## src/rtl/arm_prog_loader_if.sv

```systemverilog
// -----------------------------------------------------------------------------
// arm_prog_loader_if
//
// Purpose: groups the byte-stream handshake, the arm_memory write port and the
// arm_core control/status lines of arm_prog_loader into one bundle.
//
// Signals:
//   in_data[7:0]      stream byte                    (source -> loader)
//   in_valid          in_data is valid               (source -> loader)
//   in_ready          loader accepts a byte          (loader -> source)
//   mem_addr[31:0]    byte address, arm_memory addr2 (loader -> memory)
//   mem_data_in[31:0] write data, arm_memory data_in2(loader -> memory)
//   mem_write_en      write strobe, arm_memory we[1] (loader -> memory)
//   core_rst          active-high reset of arm_core  (loader -> core)
//   halted            arm_core halted flag           (core   -> loader)
//   load_done         image written, core released   (loader -> system)
//   run_done          core halted after release      (loader -> system)
//   load_err          framing error, sticky          (loader -> system)
//
// Modports:
//   master : the environment (byte source, memory, core, status sink)
//   slave  : the loader itself
//
// Handshake: a byte transfers on every rising clk edge where in_valid and
// in_ready are both 1; while in_ready is 0 the source holds in_data/in_valid.
// -----------------------------------------------------------------------------
interface arm_prog_loader_if;
    logic [7:0]  in_data;
    logic        in_valid;
    logic        in_ready;
    logic [31:0] mem_addr;
    logic [31:0] mem_data_in;
    logic        mem_write_en;
    logic        core_rst;
    logic        halted;
    logic        load_done;
    logic        run_done;
    logic        load_err;

    modport master (
        output in_data, in_valid, halted,
        input  in_ready, mem_addr, mem_data_in, mem_write_en,
               core_rst, load_done, run_done, load_err
    );

    modport slave (
        input  in_data, in_valid, halted,
        output in_ready, mem_addr, mem_data_in, mem_write_en,
               core_rst, load_done, run_done, load_err
    );
endinterface

```

## src/rtl/arm_prog_loader.sv

```systemverilog
// -----------------------------------------------------------------------------
// arm_prog_loader
//
// Purpose: receives a framed byte stream (4-byte little-endian word count N,
// then N little-endian data words), writes the words to arm_memory port 2
// starting at BASE_ADDR, holds arm_core in reset until the image is complete,
// then releases it and reports when the core halts.
//
// Ports:
//   clk          system clock, rising edge
//   rst          asynchronous active-low reset
//   bus          arm_prog_loader_if.slave (stream, memory write, core control)
//   dbg_state_o  current FSM state encoding, for debug/monitoring
//
// Parameters:
//   BASE_ADDR    byte address of the first image word
//   MAX_WORDS    largest accepted N; a larger header is a framing error
//
// Build option:
//   ARM_PROG_LOADER_CHECKSUM_EN  when defined, the frame carries a trailing
//   checksum word that must equal the mod-2^32 sum of all data words.
//
// All outputs are registered; in_ready is updated together with the state so
// that it always reflects whether the current state consumes bytes.
// -----------------------------------------------------------------------------
module arm_prog_loader #(
    parameter logic [31:0] BASE_ADDR = 32'h0000_0000,
    parameter int unsigned MAX_WORDS = 1024
) (
    input  logic               clk,
    input  logic               rst,
    arm_prog_loader_if.slave   bus,
    output logic [2:0]         dbg_state_o
);

`ifdef ARM_PROG_LOADER_CHECKSUM_EN
    typedef enum logic [2:0] {
        S_HDR  = 3'd0,
        S_DATA = 3'd1,
        S_WR   = 3'd2,
        S_RUN  = 3'd3,
        S_DONE = 3'd4,
        S_ERR  = 3'd5,
        S_CSUM = 3'd6
    } state_t;
`else
    typedef enum logic [2:0] {
        S_HDR  = 3'd0,
        S_DATA = 3'd1,
        S_WR   = 3'd2,
        S_RUN  = 3'd3,
        S_DONE = 3'd4,
        S_ERR  = 3'd5
    } state_t;
`endif

    state_t      state_q;
    logic [1:0]  byte_cnt_q;
    logic [31:0] word_q;
    logic [31:0] n_q;
    logic [31:0] word_cnt_q;
    logic        in_ready_q;
    logic [31:0] mem_addr_q;
    logic [31:0] mem_data_in_q;
    logic        mem_write_en_q;
    logic        core_rst_q;
    logic        load_done_q;
    logic        run_done_q;
    logic        load_err_q;
`ifdef ARM_PROG_LOADER_CHECKSUM_EN
    logic [31:0] sum_q;
`endif

    logic        byte_fire;
    logic        last_byte;
    logic [31:0] word_d;
    logic [31:0] word_cnt_d;

    // word_d is the word under assembly with the incoming byte merged in;
    // on the 4th byte it is the complete little-endian word.
    always_comb begin
        byte_fire  = bus.in_valid & in_ready_q;
        last_byte  = byte_fire && (byte_cnt_q == 2'd3);
        word_d     = word_q;
        word_d[{byte_cnt_q, 3'b000} +: 8] = bus.in_data;
        word_cnt_d = word_cnt_q + 32'd1;
    end

    always_ff @(posedge clk or negedge rst) begin
        if (!rst) begin
            state_q        <= S_HDR;
            byte_cnt_q     <= 2'd0;
            word_q         <= 32'd0;
            n_q            <= 32'd0;
            word_cnt_q     <= 32'd0;
            in_ready_q     <= 1'b0;
            mem_addr_q     <= BASE_ADDR;
            mem_data_in_q  <= 32'd0;
            mem_write_en_q <= 1'b0;
            core_rst_q     <= 1'b1;
            load_done_q    <= 1'b0;
            run_done_q     <= 1'b0;
            load_err_q     <= 1'b0;
`ifdef ARM_PROG_LOADER_CHECKSUM_EN
            sum_q          <= 32'd0;
`endif
        end else begin
            // Byte assembly is shared by every byte-consuming state; the
            // counter wraps to 0 on the 4th byte, ready for the next word.
            if (byte_fire) begin
                word_q     <= word_d;
                byte_cnt_q <= byte_cnt_q + 2'd1;
            end

            case (state_q)
                S_HDR: begin
                    in_ready_q <= 1'b1;
                    if (last_byte) begin
                        n_q <= word_d;
                        if (word_d == 32'd0) begin
`ifdef ARM_PROG_LOADER_CHECKSUM_EN
                            state_q <= S_CSUM;
`else
                            state_q     <= S_RUN;
                            in_ready_q  <= 1'b0;
                            core_rst_q  <= 1'b0;
                            load_done_q <= 1'b1;
`endif
                        end else if (word_d > MAX_WORDS) begin
                            state_q    <= S_ERR;
                            in_ready_q <= 1'b0;
                            load_err_q <= 1'b1;
                        end else begin
                            state_q <= S_DATA;
                        end
                    end
                end

                S_DATA: begin
                    if (last_byte) begin
                        mem_data_in_q  <= word_d;
                        mem_write_en_q <= 1'b1;
                        in_ready_q     <= 1'b0;
                        state_q        <= S_WR;
`ifdef ARM_PROG_LOADER_CHECKSUM_EN
                        sum_q          <= sum_q + word_d;
`endif
                    end
                end

                // mem_addr already equals BASE_ADDR + 4*word_cnt here; it
                // advances together with the word counter as the strobe drops.
                S_WR: begin
                    mem_write_en_q <= 1'b0;
                    word_cnt_q     <= word_cnt_d;
                    mem_addr_q     <= mem_addr_q + 32'd4;
                    if (word_cnt_d == n_q) begin
`ifdef ARM_PROG_LOADER_CHECKSUM_EN
                        state_q    <= S_CSUM;
                        in_ready_q <= 1'b1;
`else
                        state_q     <= S_RUN;
                        core_rst_q  <= 1'b0;
                        load_done_q <= 1'b1;
`endif
                    end else begin
                        state_q    <= S_DATA;
                        in_ready_q <= 1'b1;
                    end
                end

`ifdef ARM_PROG_LOADER_CHECKSUM_EN
                S_CSUM: begin
                    if (last_byte) begin
                        in_ready_q <= 1'b0;
                        if (word_d == sum_q) begin
                            state_q     <= S_RUN;
                            core_rst_q  <= 1'b0;
                            load_done_q <= 1'b1;
                        end else begin
                            state_q    <= S_ERR;
                            load_err_q <= 1'b1;
                        end
                    end
                end
`endif

                // halted is only looked at here, so a core that flags halted
                // while still held in reset cannot end the run early.
                S_RUN: begin
                    if (bus.halted) begin
                        run_done_q <= 1'b1;
                        state_q    <= S_DONE;
                    end
                end

                S_DONE: begin
                end

                S_ERR: begin
                end

                default: begin
                    state_q    <= S_ERR;
                    in_ready_q <= 1'b0;
                    core_rst_q <= 1'b1;
                    load_err_q <= 1'b1;
                end
            endcase
        end
    end

    assign bus.in_ready     = in_ready_q;
    assign bus.mem_addr     = mem_addr_q;
    assign bus.mem_data_in  = mem_data_in_q;
    assign bus.mem_write_en = mem_write_en_q;
    assign bus.core_rst     = core_rst_q;
    assign bus.load_done    = load_done_q;
    assign bus.run_done     = run_done_q;
    assign bus.load_err     = load_err_q;
    assign dbg_state_o      = state_q;

endmodule

```

## src/flat_wrapper.sv

```systemverilog
// flat-port wrapper written by rule: the top's interface ports become plain ports
module arm_prog_loader_flat 
#(
    parameter logic [31:0] BASE_ADDR = 32'h0000_0000,
    parameter int unsigned MAX_WORDS = 1024
)
  (clk, rst, dbg_state_o, bus_in_data, bus_in_valid, bus_halted, bus_in_ready, bus_mem_addr, bus_mem_data_in, bus_mem_write_en, bus_core_rst, bus_load_done, bus_run_done, bus_load_err);
  arm_prog_loader_if bus_i ();
  input  logic clk;
  input  logic rst;
  output logic [2:0] dbg_state_o;
  input wire logic [$bits(bus_i.in_data)-1:0] bus_in_data;
  input wire logic [$bits(bus_i.in_valid)-1:0] bus_in_valid;
  input wire logic [$bits(bus_i.halted)-1:0] bus_halted;
  output wire logic [$bits(bus_i.in_ready)-1:0] bus_in_ready;
  output wire logic [$bits(bus_i.mem_addr)-1:0] bus_mem_addr;
  output wire logic [$bits(bus_i.mem_data_in)-1:0] bus_mem_data_in;
  output wire logic [$bits(bus_i.mem_write_en)-1:0] bus_mem_write_en;
  output wire logic [$bits(bus_i.core_rst)-1:0] bus_core_rst;
  output wire logic [$bits(bus_i.load_done)-1:0] bus_load_done;
  output wire logic [$bits(bus_i.run_done)-1:0] bus_run_done;
  output wire logic [$bits(bus_i.load_err)-1:0] bus_load_err;
  assign bus_i.in_data = bus_in_data;
  assign bus_i.in_valid = bus_in_valid;
  assign bus_i.halted = bus_halted;
  assign bus_in_ready = bus_i.in_ready;
  assign bus_mem_addr = bus_i.mem_addr;
  assign bus_mem_data_in = bus_i.mem_data_in;
  assign bus_mem_write_en = bus_i.mem_write_en;
  assign bus_core_rst = bus_i.core_rst;
  assign bus_load_done = bus_i.load_done;
  assign bus_run_done = bus_i.run_done;
  assign bus_load_err = bus_i.load_err;
  arm_prog_loader #(.BASE_ADDR(BASE_ADDR), .MAX_WORDS(MAX_WORDS)) u_core (.clk(clk), .rst(rst), .bus(bus_i), .dbg_state_o(dbg_state_o));
endmodule
```

## config.mk

```make
export PLATFORM = sky130hd
export DESIGN_NAME = arm_prog_loader_flat
export DESIGN_NICKNAME = d
export VERILOG_FILES = /design/src/rtl/arm_prog_loader_if.sv /design/src/rtl/arm_prog_loader.sv /design/src/flat_wrapper.sv
export SDC_FILE = /design/constraint.sdc
export NUM_CORES = 1
export LEC_CHECK = 0
export CAP_MARGIN = 25
export CELL_PAD_IN_SITES_DETAIL_PLACEMENT = 1
export CELL_PAD_IN_SITES_GLOBAL_PLACEMENT = 1
export CORE_ASPECT_RATIO = 0.75
export CORE_MARGIN = 4
export CORE_UTILIZATION = 35
export CTS_CLUSTER_DIAMETER = 50
export DETAILED_ROUTE_END_ITERATION = 7
export PLACE_DENSITY = 0.71
export RECOVER_POWER = 100
export SYNTH_ARGS = -nofsm -noshare
export SYNTH_HDL_FRONTEND = slang
export SYNTH_SLANG_ARGS = --single-unit
```

## constraint.sdc

```tcl
create_clock -name clk -period 4.7 [get_ports clk]
set_clock_uncertainty 0.2 [all_clocks]
set_input_delay 0.47 -clock clk [delete_from_list [all_inputs] [get_ports clk]]
set_output_delay 0.47 -clock clk [all_outputs]
set_load 0.03 [all_outputs]
```

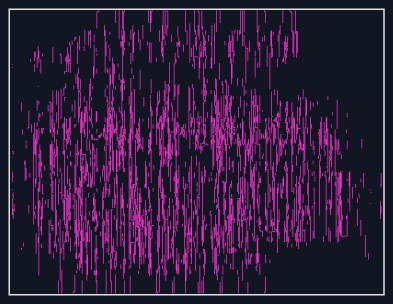
Run 1: the metal 2 layer
Drawn at 2 px/µm.
nets with wire on the layer: 851
wire length on this layer: 10600 µm
longest straight run: 54.1 µm
met2 GRT Util: 27.8%
total wire length: 24000 µm

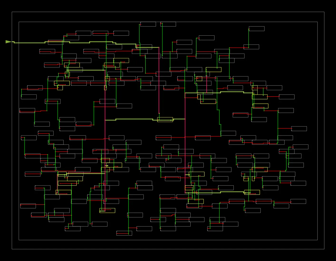
Run 1: clock nets
power in the clock group: 1.42 mW
Flops: 169
Late-Pin Clk Latency: 0.44 ns

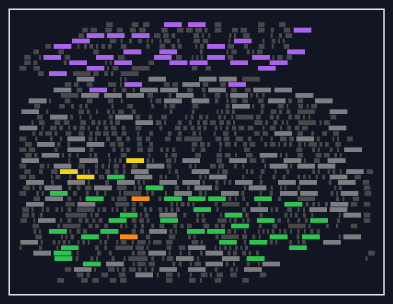
Run 1: where the registers sit
Drawn at 2 px/µm.
[green] u_core.word_q | flops: 32 | where: a band across the bottom
[purple] u_core.bus.mem_addr | flops: 30
[orange] u_core.byte_cnt_q | flops: 2
[yellow] u_core.dbg_state_o | flops: 3
P_seq: 2.11 mW
FF+latch area: 4230 µm²
final design utilization: 42.9%
fraction of area in registers: 42.3%

==> results.json, run 1 <==
{
  "gr-usage-met3_pct": 3.53,
  "grt-busiest-layer": "met1",
  "status": "finished, violations left",
  "yosysChipArea_um2": 8380,
  "fin_crit_ns": 3.99,
  "placed_area_um2": 9430,
  "comb.multi_input.count": 671,
  "crit_cells": 6,
  "met2_wirelength_um": 10600,
  "cts-root-buf": "clkbuf_16",
  "drt_iter0_markers": 480,
  "violations": "capacitance limit, slew limit",
  "common_cells": "168 x dfrtp_1, 131 x nand2_1, 82 x nor2_1, 77 x o21ai_0, 64 x a21oi_1",
  "synth.cellmix.compoundShare_pct": 12.5,
  "htreeDepth": 4,
  "die_height_um": 142,
  "reg2reg_to": "u_core.n_q[28]",
  "ctsHoldBuffers": 0,
  "reg2reg_depth": 6,
  "crit_arrival_ns": 4.15,
  "end_kind": "register",
  "yosysSeqAreaShare_pct": 50.5,
  "drv_slew": 174,
  "ctsResizeCount": 0,
  "xor_share_pct": 10.5,
  "nNonClkBuffers": 96,
  "r2r_slack_ns": 0.71,
  "diodes": 0,
  "yosys_cells": 899,
  "drtPass1Iterations": 4,
  "fin_nets": 984,
  "n_fill_cell": 2667,
  "track_usage_pct": 18.5,
  "cts_tree": "done",
  "taps": 300,
  "min_period_over_period_pct": 84.9,
  "p_seq_share_pct": 38.7,
  "drv_cap": 3,
  "cts_setup_buffers": 0,
  "cts_buffers": 17,
  "n_all_inverters": 10,
  "p_leak_nw": 4.45,
  "rows": 48,
  "combPwrFrac_pct": 35.3,
  "die_w_um": 187,
  "hold_viol_final": 0,
  "crit_fanout": 21,
  "path_delay_family": "simple AND/OR/NAND/NOR gates",
  "min_from": "u_core.bus.mem_write_en",
  "hold_depth": 2,
  "met3_wirelength_um": 856,
  "syn_avg_cell_area_um2": 9.32
}
==> run 1 -> run 2 <==
==> constraint.sdc (replaced) <==
create_clock -name clk -period 3.9 [get_ports clk]
set_clock_uncertainty 0.2 [all_clocks]
set_input_delay 0.39 -clock clk [delete_from_list [all_inputs] [get_ports clk]]
set_output_delay 0.39 -clock clk [all_outputs]
set_load 0.03 [all_outputs]
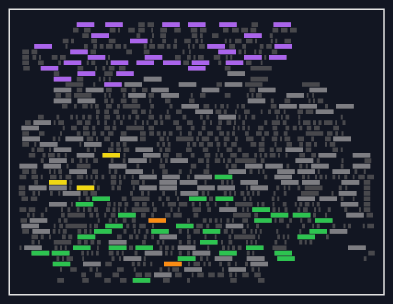
Run 2: where the registers sit
Drawn at 2 px/µm.
[purple] u_core.bus.mem_addr | flops: 30
[green] u_core.word_q | flops: 32
[orange] u_core.byte_cnt_q | flops: 2
[yellow] u_core.dbg_state_o | flops: 3
P_seq: 2.55 mW
final design utilization: 43.3%
fraction of area in registers: 41.9%

==> run 2 against run 1 <==
The flow still finishes with violations (capacitance limit, slew limit). Cell area increased by 0.88%. Global-route usage increased by 0.30 points. First-iteration DRC count decreased by 11%. Critical path type unchanged. Largest cell class unchanged.
==> results.json, run 2 <==
{
  "routedWlPerCell_um": 18.9,
  "seq_cell_count": 169,
  "met2_wirelength_um": 10500,
  "r2r_slack_ns": 0.26,
  "track_usage_pct": 18.8,
  "status": "finished, violations left",
  "tightest_slew_ns": 2.33,
  "reg2reg_to": "u_core.dbg_state_o[1]",
  "grt-ovfl-total": 0,
  "placed_area_um2": 9500,
  "crit_fanout": 10,
  "seq_area_um2": 4230,
  "cts_setup_buffers": 0,
  "die_w_um": 187,
  "critPathMaxStageDelay_ns": 0.77,
  "cts_tree": "done",
  "hold_depth": 1,
  "ir_worst_vdd_uv": 322,
  "antenna_found_initial": 1,
  "fin_crit_ns": 3.64,
  "synth_area_um2": 8380,
  "crit_arrival_ns": 3.81,
  "logic_family": "simple AND/OR/NAND/NOR gates",
  "diodes": 0,
  "dp.cells": 1251,
  "taps": 300,
  "grt_pass1_vias": 6996,
  "p_seq_share_pct": 37.8,
  "htreeDepth": 4,
  "crit_cells": 8,
  "clock_area_share_pct": 6.34,
  "ctsResizeCount": 0,
  "end_kind": "register",
  "path_delay_family": "simple AND/OR/NAND/NOR gates",
  "grt-busiest-layer": "met1",
  "drv_slew": 91,
  "switching_share_pct": 39.1,
  "simple_gate_share_pct": 21.5,
  "violations": "capacitance limit, slew limit",
  "final_cell_mix": "168 x dfrtp_1, 131 x nand2_1, 82 x nor2_1",
  "yosysSeqAreaShare_pct": 50.5,
  "p_leak_nw": 4.50,
  "fin_cells": 1285,
  "hold_viol_final": 0,
  "nNonClkBuffers": 103,
  "yosys_cells": 899,
  "drv_cap": 1,
  "drt_iter0_markers": 429,
  "power.density_nw_per_um2": 669,
  "wl_met1_um": 12300,
  "ctsHoldBuffers": 1,
  "nonClkBufAreaFrac_pct": 9.43,
  "ys_sh_mux_pct": 0.478,
  "hpwlAfterDp_um": 17100,
  "reg2reg_depth": 8,
  "synth.cellmix.compoundShare_pct": 12.5,
  "fin_nets": 991,
  "pwr.group.clock_mw": 1.88,
  "met3_wirelength_um": 1140,
  "synthCells": 899,
  "common_cells": "168 x dfrtp_1, 131 x nand2_1, 82 x nor2_1, 77 x o21ai_0, 64 x a21oi_1",
  "synthAdderAreaFrac_pct": 1.05,
  "xor_share_pct": 10.5,
  "n_all_inverters": 10,
  "r2r_start": "u_core.word_cnt_q[2]",
  "comb.multi_input.count": 671,
  "die_height_um": 142,
  "cts-root-buf": "clkbuf_16",
  "cts_buffers": 17,
  "n_fill_cell": 2660,
  "drt_wl_total_um": 24200,
  "min_period_over_period_pct": 93.4,
  "rows": 48,
  "min_from": "u_core.bus.mem_addr[31]",
  "clk_latency_ns": 0.44,
  "dominant_cells": "flip-flops and latches",
  "final_antenna_net_count": 0,
  "worstSetupStartpoint": "u_core.word_cnt_q[2]",
  "drtPass1Iterations": 5,
  "syn_avg_cell_area_um2": 9.32,
  "met2_usage_pct": 27.7,
  "gr-usage-met3_pct": 3.97,
  "crit_chain": "nand3_1, or4_1, or3_1, a32oi_1, o211ai_1, or4_4, or3b_1, a21oi_1",
  "yosysChipArea_um2": 8380,
  "combPwrFrac_pct": 34.3
}
Power is estimated from default activity; no workload was simulated.
